==> config.mk <==
export PLATFORM = sky130hd
export DESIGN_NAME = clause_bin_loader_flat
export DESIGN_NICKNAME = d
export VERILOG_FILES = /design/src/rtl/clause_bin_loader_if.sv /design/src/rtl/clause_bin_loader.sv /design/src/flat_wrapper.sv
export SDC_FILE = /design/constraint.sdc
export NUM_CORES = 1
export LEC_CHECK = 0
export CAP_MARGIN = 20
export CORE_MARGIN = 2
export CORE_UTILIZATION = 30
export DETAILED_ROUTE_END_ITERATION = 8
export GPL_TIMING_DRIVEN = 0
export PLACE_DENSITY = 0.53
export SLEW_MARGIN = 30
export SYNTH_ARGS = -nofsm -noshare
export SYNTH_HDL_FRONTEND = slang
export SYNTH_SLANG_ARGS = --single-unit
==> constraint.sdc <==
create_clock -name clk -period 8.2 [get_ports clk]
set_input_delay 1.64 -clock clk [delete_from_list [all_inputs] [get_ports clk]]
set_output_delay 1.64 -clock clk [all_outputs]
set_load 0.01 [all_outputs]
==> src/rtl/clause_bin_loader_if.sv <==
// Bundles the clause-memory read port, the clause-array write port and the
// load control/status lines of clause_bin_loader into one interface.
`timescale 1ns/1ps

interface clause_bin_loader_if #(
    parameter int NUM_CLAUSES_A_BIN = 4,
    parameter int NUM_VARS_A_BIN    = 8,
    parameter int WIDTH_C_LEN       = 5,
    parameter int WIDTH_CIDX        = 3,
    parameter int WIDTH_ADDR        = 16
);
    // load control
    logic                                   start_i;
    logic                                   abort_i;
    logic [WIDTH_ADDR-1:0]                  base_addr_i;
    logic [WIDTH_CIDX-1:0]                  num_clauses_i;
    // global clause memory read port
    logic                                   mem_rd_o;
    logic [WIDTH_ADDR-1:0]                  mem_addr_o;
    logic                                   mem_valid_i;
    logic [NUM_VARS_A_BIN*3+WIDTH_C_LEN-1:0] mem_data_i;
    // clause array write port
    logic [NUM_CLAUSES_A_BIN-1:0]           wr_o;
    logic [WIDTH_C_LEN-1:0]                 clause_len_o;
    logic [NUM_VARS_A_BIN*3-1:0]            var_value_o;
    // status
    logic                                   busy_o;
    logic                                   done_o;

    modport slave (
        input  start_i, abort_i, base_addr_i, num_clauses_i, mem_valid_i, mem_data_i,
        output mem_rd_o, mem_addr_o, wr_o, clause_len_o, var_value_o, busy_o, done_o
    );

    modport master (
        output start_i, abort_i, base_addr_i, num_clauses_i, mem_valid_i, mem_data_i,
        input  mem_rd_o, mem_addr_o, wr_o, clause_len_o, var_value_o, busy_o, done_o
    );
endinterface

==> src/rtl/clause_bin_loader.sv <==
// Loads one bin of the clause array: fetches each clause from global memory,
// writes it into its slot, then zero-fills the remaining slots.
`timescale 1ns/1ps

module clause_bin_loader #(
    parameter int NUM_CLAUSES_A_BIN = 4,
    parameter int NUM_VARS_A_BIN    = 8,
    parameter int WIDTH_C_LEN       = 5,
    parameter int WIDTH_CIDX        = 3,
    parameter int WIDTH_ADDR        = 16
) (
    input  logic                 clk,
    input  logic                 rst,
    clause_bin_loader_if.slave   bus
);
    localparam int VAR_W  = NUM_VARS_A_BIN * 3;
    localparam int DATA_W = VAR_W + WIDTH_C_LEN;
    localparam logic [WIDTH_CIDX-1:0] NUM_SLOTS = WIDTH_CIDX'(NUM_CLAUSES_A_BIN);

    typedef enum logic [2:0] {
        S_IDLE,
        S_REQ,
        S_WAIT,
        S_WRITE,
        S_CLEAR,
        S_DONE
    } state_t;

    state_t                   state_q, state_d;
    logic [WIDTH_CIDX-1:0]    idx_q, idx_d;
    logic [WIDTH_CIDX-1:0]    n_q, n_d;
    logic [WIDTH_ADDR-1:0]    base_q, base_d;
    logic [DATA_W-1:0]        data_q, data_d;

    logic                          mem_rd_q, mem_rd_d;
    logic [WIDTH_ADDR-1:0]         mem_addr_q, mem_addr_d;
    logic [NUM_CLAUSES_A_BIN-1:0]  wr_q, wr_d;
    logic [WIDTH_C_LEN-1:0]        clause_len_q, clause_len_d;
    logic [VAR_W-1:0]              var_value_q, var_value_d;
    logic                          busy_q, busy_d;
    logic                          done_q, done_d;

    logic [WIDTH_CIDX-1:0] idx_inc;
    logic [WIDTH_CIDX-1:0] n_clamp;

    assign idx_inc = idx_q + WIDTH_CIDX'(1);
    // Oversized bins are clamped at start so no extra reads are ever issued.
    assign n_clamp = (bus.num_clauses_i > NUM_SLOTS) ? NUM_SLOTS : bus.num_clauses_i;

    // NOTE: sequential state uses non-blocking assignments so every flop samples
    // the pre-edge value of every other flop, independent of statement order.
    always_ff @(posedge clk or negedge rst) begin
        if (!rst) begin
            state_q      <= S_IDLE;
            idx_q        <= '0;
            n_q          <= '0;
            base_q       <= '0;
            data_q       <= '0;
            mem_rd_q     <= 1'b0;
            mem_addr_q   <= '0;
            wr_q         <= '0;
            clause_len_q <= '0;
            var_value_q  <= '0;
            busy_q       <= 1'b0;
            done_q       <= 1'b0;
        end else begin
            state_q      <= state_d;
            idx_q        <= idx_d;
            n_q          <= n_d;
            base_q       <= base_d;
            data_q       <= data_d;
            mem_rd_q     <= mem_rd_d;
            mem_addr_q   <= mem_addr_d;
            wr_q         <= wr_d;
            clause_len_q <= clause_len_d;
            var_value_q  <= var_value_d;
            busy_q       <= busy_d;
            done_q       <= done_d;
        end
    end

    // NOTE: every variable gets a default at the top of the block, so no path
    // can leave one unassigned and infer a latch.
    always_comb begin
        state_d = state_q;
        idx_d   = idx_q;
        n_d     = n_q;
        base_d  = base_q;
        data_d  = data_q;

        if (bus.abort_i) begin
            state_d = S_IDLE;
            idx_d   = '0;
        end else begin
            unique case (state_q)
                S_IDLE: begin
                    if (bus.start_i) begin
                        base_d  = bus.base_addr_i;
                        n_d     = n_clamp;
                        idx_d   = '0;
                        state_d = (n_clamp != '0) ? S_REQ : S_CLEAR;
                    end
                end
                S_REQ: state_d = S_WAIT;
                S_WAIT: begin
                    if (bus.mem_valid_i) begin
                        data_d  = bus.mem_data_i;
                        state_d = S_WRITE;
                    end
                end
                S_WRITE: begin
                    idx_d = idx_inc;
                    if (idx_inc < n_q)            state_d = S_REQ;
                    else if (idx_inc < NUM_SLOTS) state_d = S_CLEAR;
                    else                          state_d = S_DONE;
                end
                S_CLEAR: begin
                    idx_d = idx_inc;
                    if (idx_inc == NUM_SLOTS) state_d = S_DONE;
                end
                S_DONE:  state_d = S_IDLE;
                default: state_d = S_IDLE;
            endcase
        end
    end

    // Outputs are decoded from the next state so they can be registered and
    // still line up with the state they belong to.
    always_comb begin
        mem_rd_d     = 1'b0;
        mem_addr_d   = '0;
        wr_d         = '0;
        clause_len_d = '0;
        var_value_d  = '0;
        busy_d       = (state_d != S_IDLE);
        done_d       = 1'b0;

        unique case (state_d)
            S_REQ: begin
                mem_rd_d   = 1'b1;
                mem_addr_d = base_d + WIDTH_ADDR'(idx_d);
            end
            S_WRITE: begin
                wr_d         = NUM_CLAUSES_A_BIN'(1) << idx_d;
                clause_len_d = data_d[WIDTH_C_LEN-1:0];
                var_value_d  = data_d[DATA_W-1:WIDTH_C_LEN];
            end
            S_CLEAR: wr_d   = NUM_CLAUSES_A_BIN'(1) << idx_d;
            S_DONE:  done_d = 1'b1;
            default: ;
        endcase
    end

    assign bus.mem_rd_o     = mem_rd_q;
    assign bus.mem_addr_o   = mem_addr_q;
    assign bus.wr_o         = wr_q;
    assign bus.clause_len_o = clause_len_q;
    assign bus.var_value_o  = var_value_q;
    assign bus.busy_o       = busy_q;
    assign bus.done_o       = done_q;

endmodule

==> src/flat_wrapper.sv <==
// flat-port wrapper written by rule: the top's interface ports become plain ports
module clause_bin_loader_flat 
#(
    parameter int NUM_CLAUSES_A_BIN = 4,
    parameter int NUM_VARS_A_BIN    = 8,
    parameter int WIDTH_C_LEN       = 5,
    parameter int WIDTH_CIDX        = 3,
    parameter int WIDTH_ADDR        = 16
)
  (clk, rst, bus_start_i, bus_abort_i, bus_base_addr_i, bus_num_clauses_i, bus_mem_valid_i, bus_mem_data_i, bus_mem_rd_o, bus_mem_addr_o, bus_wr_o, bus_clause_len_o, bus_var_value_o, bus_busy_o, bus_done_o);
  clause_bin_loader_if #(.NUM_CLAUSES_A_BIN(NUM_CLAUSES_A_BIN), .NUM_VARS_A_BIN(NUM_VARS_A_BIN), .WIDTH_C_LEN(WIDTH_C_LEN), .WIDTH_CIDX(WIDTH_CIDX), .WIDTH_ADDR(WIDTH_ADDR)) bus_i ();
  input  logic clk;
  input  logic rst;
  input wire logic [$bits(bus_i.start_i)-1:0] bus_start_i;
  input wire logic [$bits(bus_i.abort_i)-1:0] bus_abort_i;
  input wire logic [$bits(bus_i.base_addr_i)-1:0] bus_base_addr_i;
  input wire logic [$bits(bus_i.num_clauses_i)-1:0] bus_num_clauses_i;
  input wire logic [$bits(bus_i.mem_valid_i)-1:0] bus_mem_valid_i;
  input wire logic [$bits(bus_i.mem_data_i)-1:0] bus_mem_data_i;
  output wire logic [$bits(bus_i.mem_rd_o)-1:0] bus_mem_rd_o;
  output wire logic [$bits(bus_i.mem_addr_o)-1:0] bus_mem_addr_o;
  output wire logic [$bits(bus_i.wr_o)-1:0] bus_wr_o;
  output wire logic [$bits(bus_i.clause_len_o)-1:0] bus_clause_len_o;
  output wire logic [$bits(bus_i.var_value_o)-1:0] bus_var_value_o;
  output wire logic [$bits(bus_i.busy_o)-1:0] bus_busy_o;
  output wire logic [$bits(bus_i.done_o)-1:0] bus_done_o;
  assign bus_i.start_i = bus_start_i;
  assign bus_i.abort_i = bus_abort_i;
  assign bus_i.base_addr_i = bus_base_addr_i;
  assign bus_i.num_clauses_i = bus_num_clauses_i;
  assign bus_i.mem_valid_i = bus_mem_valid_i;
  assign bus_i.mem_data_i = bus_mem_data_i;
  assign bus_mem_rd_o = bus_i.mem_rd_o;
  assign bus_mem_addr_o = bus_i.mem_addr_o;
  assign bus_wr_o = bus_i.wr_o;
  assign bus_clause_len_o = bus_i.clause_len_o;
  assign bus_var_value_o = bus_i.var_value_o;
  assign bus_busy_o = bus_i.busy_o;
  assign bus_done_o = bus_i.done_o;
  clause_bin_loader #(.NUM_CLAUSES_A_BIN(NUM_CLAUSES_A_BIN), .NUM_VARS_A_BIN(NUM_VARS_A_BIN), .WIDTH_C_LEN(WIDTH_C_LEN), .WIDTH_CIDX(WIDTH_CIDX), .WIDTH_ADDR(WIDTH_ADDR)) u_core (.clk(clk), .rst(rst), .bus(bus_i));
endmodule
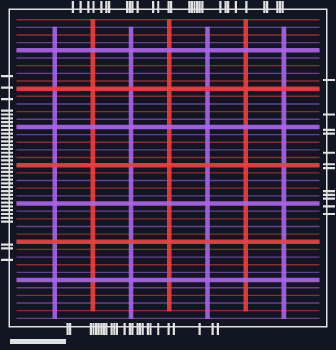
**Above:** run 1 (PDN straps and rails).
Bar = 20 um. Pins as bars on the die edge.
colour	net
red	VDD
purple	VSS
met4 straps	7
signal pins	105
rows	39
met1 rails	40
met5 straps	7
overall die width: 112 um
core region area: 0.0114 mm^2

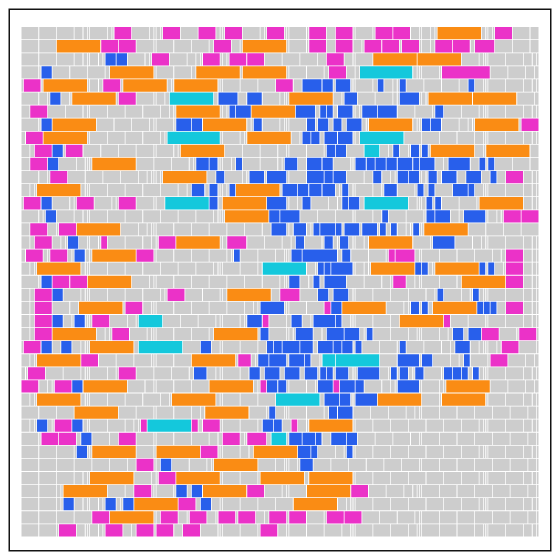
**Above:** run 1 (cells coloured by class).
Fill, decap, tap and diode cells in grey.
colour	class	cells
orange	registers	77
blue	remaining logic cells	228
cyan	clock drivers and dummy loads	15
magenta	remaining buffers and delay cells	120
register fraction of the total cell area: 37.9%
row count: 39
Post-Route Utilization: 44.5%
area of all placed cells without fillers: 0.00508 mm^2

==> run notes, run 1 <==
Implementation results

The nature of the critical path startpoint is an input pin. The DRC violation total left in the routed layout is recorded as 0. Looking at the clock tree report, the maximum root-to-sink buffer count equals 2. The cell area power density is approximately 230 mW/mm^2. The global routing report lists met2 layer usage as between 20% and 30%. The largest delay contributor family on the critical path is simple AND/OR/NAND/NOR gates. In this run the critical register-to-register path is launched from u_core.state_q[0].

The register with the most flip-flops in the layout has 24 of them. The first global-routing pass estimated approximately 14 mm of wire. The number of hold-repair buffers added at the cts stage is 0. The launch point of the worst min-delay path is recorded as u_core.n_q[0]. The critical path's slowest stage uses the library cell clkdlybuf4s50_1. The number of placed I/O pins is around 110. The H-tree depth is 3. After synthesis the cells add up to between 0.003 and 0.004 mm^2.

The final sum of negative setup slack is 0 ps. After synthesis, the share of flip-flops with an asynchronous set or reset is 100%. The number of violations reported at the end of detailed-routing iteration 0 is 86. The run finished with clean final reports. On met1, the global router reports a usage of 18.7%. After layout, the minimum clock period comes to between 5000 and 6000 ps. The final report lists a non-filler cell total of between 500 and 600. The total congestion overflow after global routing is 0. The area fraction in mux cells is 2.56%.

The number of cells in the yosys synthesis report is between 300 and 400. The synthesis run shows the most used standard cells to be dfrtp_1 (77), and2_1 (31), nand2_1 (27), nor2_1 (17), inv_1 (13). Summing all flip-flop and latch instances after layout gives 0.00193 mm^2.

The remaining antenna violation count after routing is 0. Setup violations remaining at the end of the flow were counted as 0. At the floorplan stage, the core utilization is reported as 30.8%. The final net count is ~500. The critical path endpoint has a required time of between 8000 and 9000 ps. Setup repair after global routing left no endpoint under its margin. The total routed wire length on the met1 layer is around 4.0 mm. In this run, CTS created clock tree buffers numbering 9. When the netlist entered floorplanning its net count stood at around 380. The endpoint class of the critical path is a flop.
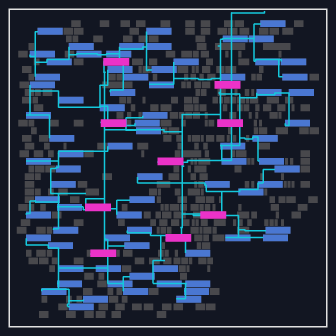
**Above:** run 1 (routed clock nets over the placement).
[blue] flip-flops | count: 77
[cyan] clock wires | length: 1,110 um
[magenta] clock-net drivers | count: 9
flops lie	spread over the die
Clock net power: 0.433 mW
Final Skew: 8.28 ps
clock network latency to the later pin of the worst-skew pair: 340 ps
power share of the clock group: 37.5%

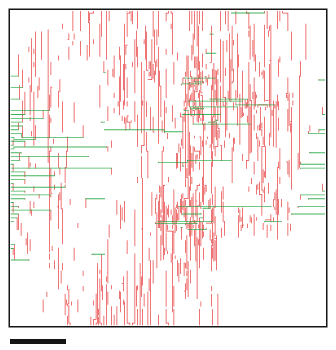
**Above:** run 1 (signal wires by layer).
Bar = 20 um. Only two layers are drawn.
colour	layer	wire length
green	M3	665 um
red	M2	4,040 um
routed via count: 2,803
WL final: 8.93 mm
overall global routing resource usage: 14.5%
mean routed wirelength per cell: 15.3 um

[run 1: power by group]
part | internal (mW) | switching, mW
logic | 0.126 | 0.130
clock network | 0.274 | 0.159
registers | 0.434 | 0.0315
[run 1: area by class of cell]
class	instances	share of cell area (%)
Timing Repair Buffer	104	20.9
Multi-Input combinational cell	215	28.4
Tap cell	143	3.52
Clock buffer	10	4.71
Buffer	16	1.92
Inverter	13	0.961
Sequential cell	77	37.9
Clock inverter	5	1.68
[run 1: per-stage QoR]
stage	total power, mW	worst slack (ps)	hold slack, ps
floorplan	0.611	3470	442
global placement	0.725	2250	471
detailed placement	0.730	2280	476
CTS	1.17	2620	491
global route	1.22	2400	530
finish	1.15	2600	489
--- run 2 (diff from run 1) ---
clock period = 5.7 ns   (was 8.2 ns; I/O delays follow)
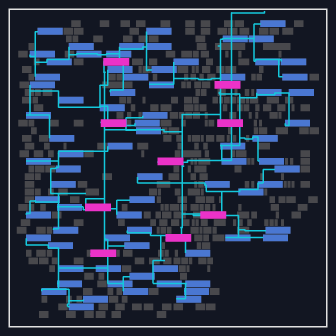
**Above:** run 2 (routed clock nets over the placement).
[magenta] clock-net drivers | count: 9
[cyan] clock wires | length: 1,110 um
[blue] flip-flops | count: 77
routed clock nets	10
Clock net power: 0.623 mW

==> run 2 against run 1 <==
Compared with the run above:
- final area is the same
- die area is the same
- critical endpoint unchanged
- core utilization is the same
- area after synthesis is the same
- synthesized cell count is the same
- clock-buffer cell count is the same
- worst hold slack is the same
- sequential power grew 44%
==> run notes, run 2 <==
Implementation results

The largest fanout on the critical path is 10. In this run the critical register-to-register path is launched from u_core.state_q[0]. Sorting the synthesized cells by how often they occur yields dfrtp_1 (77), and2_1 (31), nand2_1 (27), nor2_1 (17), inv_1 (13). The combined area of all synthesized cells is 0.00352 mm^2. The final layout report lists a filler cell count of 1,123.

The number of placed I/O pins is ~110. The fraction of met1 tracks used by global routing is around a fifth. The first global-routing pass estimated 14.3 mm of wire. The reg2reg setup slack is roughly 1400 ps. The actual slew at the worst max-slew pin is 782 ps. The total routing resource utilization after global routing is between 10 and 15%. The worst clock skew is a little over 8 ps. The starting density of the core is a little under a third.

CTS built an H-tree with a depth of 3. The number of violations reported at the end of detailed-routing iteration 0 is around 86. The clock network accounts for 37.5% of the total power. The largest net degree at the start of global routing is around 60. The clock latency of the later-clocked register in the worst-skew pair is roughly 340 ps. The total via count after detailed routing is 2,803. The worst hold path begins at u_core.n_q[0].

The analysis attributes to cell leakage a power of roughly 2.2 nW. The sequential power share is between 40% and 50%. The placed wire-length estimate after detailed placement is ~6.6 mm. The number of global-route vias before repair came to ~2,800. The total congestion overflow after global routing is 0.

In the power breakdown, the internal column shows between 1 and 1.5 mW. The run finished with clean final reports. STA puts the critical path data required time at around 5900 ps. The min-delay analysis places its worst path in the category reg -> reg. The clock period minus final worst setup slack is ~5000 ps.

The worst register-to-register path ends at u_core.bus.mem_addr_o[12]. Total power for the finished layout comes to around 1.7 mW. The share of the core filled with cells in the final layout is ~44%.

In this run, the synthesized area fraction spent on xor and xnor cells is recorded as about 3.5%. The final layout contains routed wiring with a total length of between 8 and 9 mm. For this run, the post-layout net count is 497. The nature of the critical path startpoint is an input pin. The cell area power density is between 300 and 400 mW/mm^2. The detailed placer reported the number of placed instances as 568. Routing resource usage on met2 recorded by global route was 22.7%. Per the layout area report, the register area comes to 0.00193 mm^2. The register with the most flip-flops in the layout has 24 of them.

The number of standard-cell rows in the floorplan is 39. Multiplexer cells account for ~2.6% of the synthesized area. Per the post-route antenna check, the number of violating nets is 0. The worst hold slack is 489 ps. The routing layer with the top usage in global route is met2.

The share of flip-flops with an asynchronous set or reset after synthesis is 100%. The net switching power is 0.462 mW. The finished layout holds approximately 580 standard cells, fillers aside. The final sum of negative setup slack is 0 ps. The final critical-path setup slack is about 600 ps. Per the finish-stage timing summary, setup violations number 0. The slowest cell on the critical path is clkdlybuf4s50_1. Per the detail_route report, DRC violations left total 0. The share of power burned in combinational logic is about 22%.

The worst setup path is captured at a flop. The total core area is roughly 0.011 mm^2. Dividing the detail-routed wire length by the instance count gives between 15 and 20 um. The finished cells cover roughly 0.0051 mm^2.

On the critical path the largest part of the delay comes from simple AND/OR/NAND/NOR gates. The number of hold-repair buffers added at the cts stage is 0. The net count after synthesis is between 300 and 400. The detailed router put a total of between 4 and 5 mm of wire on met1.

The pre-CTS setup check shows a worst slack of around 280 ps. According to the floorplan report, the die width is 112 um. Counting along the longest clock path gives a buffer depth of 2. The count of final hold-check violations is 0. Warnings raised by the tools during the run amount to 26. The area taken by multi-input logic gates is about 0.0014 mm^2. Clock tree synthesis inserted a total of 9 buffers. In this run switching power makes up roughly 28% of total power. Per the Yosys statistics, synthesis produced roughly 320 cells.

Setup repair after global routing left no endpoint under its margin.
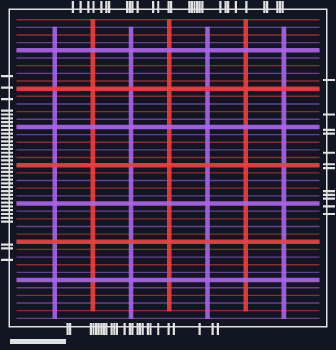
**Above:** run 2 (PDN straps and rails).
Bar = 20 um. Pins as bars on the die edge.
colour	net
purple	VSS
red	VDD
met1 rails	40
rows	39
met4 straps	7
worst vdd rail ir drop: 140 uV
die outline height: 112 um

[run 2: power by group through the flow]
stage / clock (mW) / sequential (mW) / combinational [mW]
detailed placement: 0 / 0.679 / 0.371
CTS: 0.639 / 0.670 / 0.372
global route: 0.666 / 0.680 / 0.407
finish: 0.623 / 0.670 / 0.368
floorplan: 0 / 0.682 / 0.196
global placement: 0 / 0.678 / 0.364
[run 2: layout make-up]
class	count	area share, %
flip-flops and latches	77	37.9
multi-input cells	215	28.4
repair buffers	104	20.9
clock buffers	10	4.71
well taps	143	3.52
plain buffers	16	1.92
clock inverters	5	1.68
inverters	13	0.961
Power figures rest on the tool's default switching activity, not on a simulated workload.
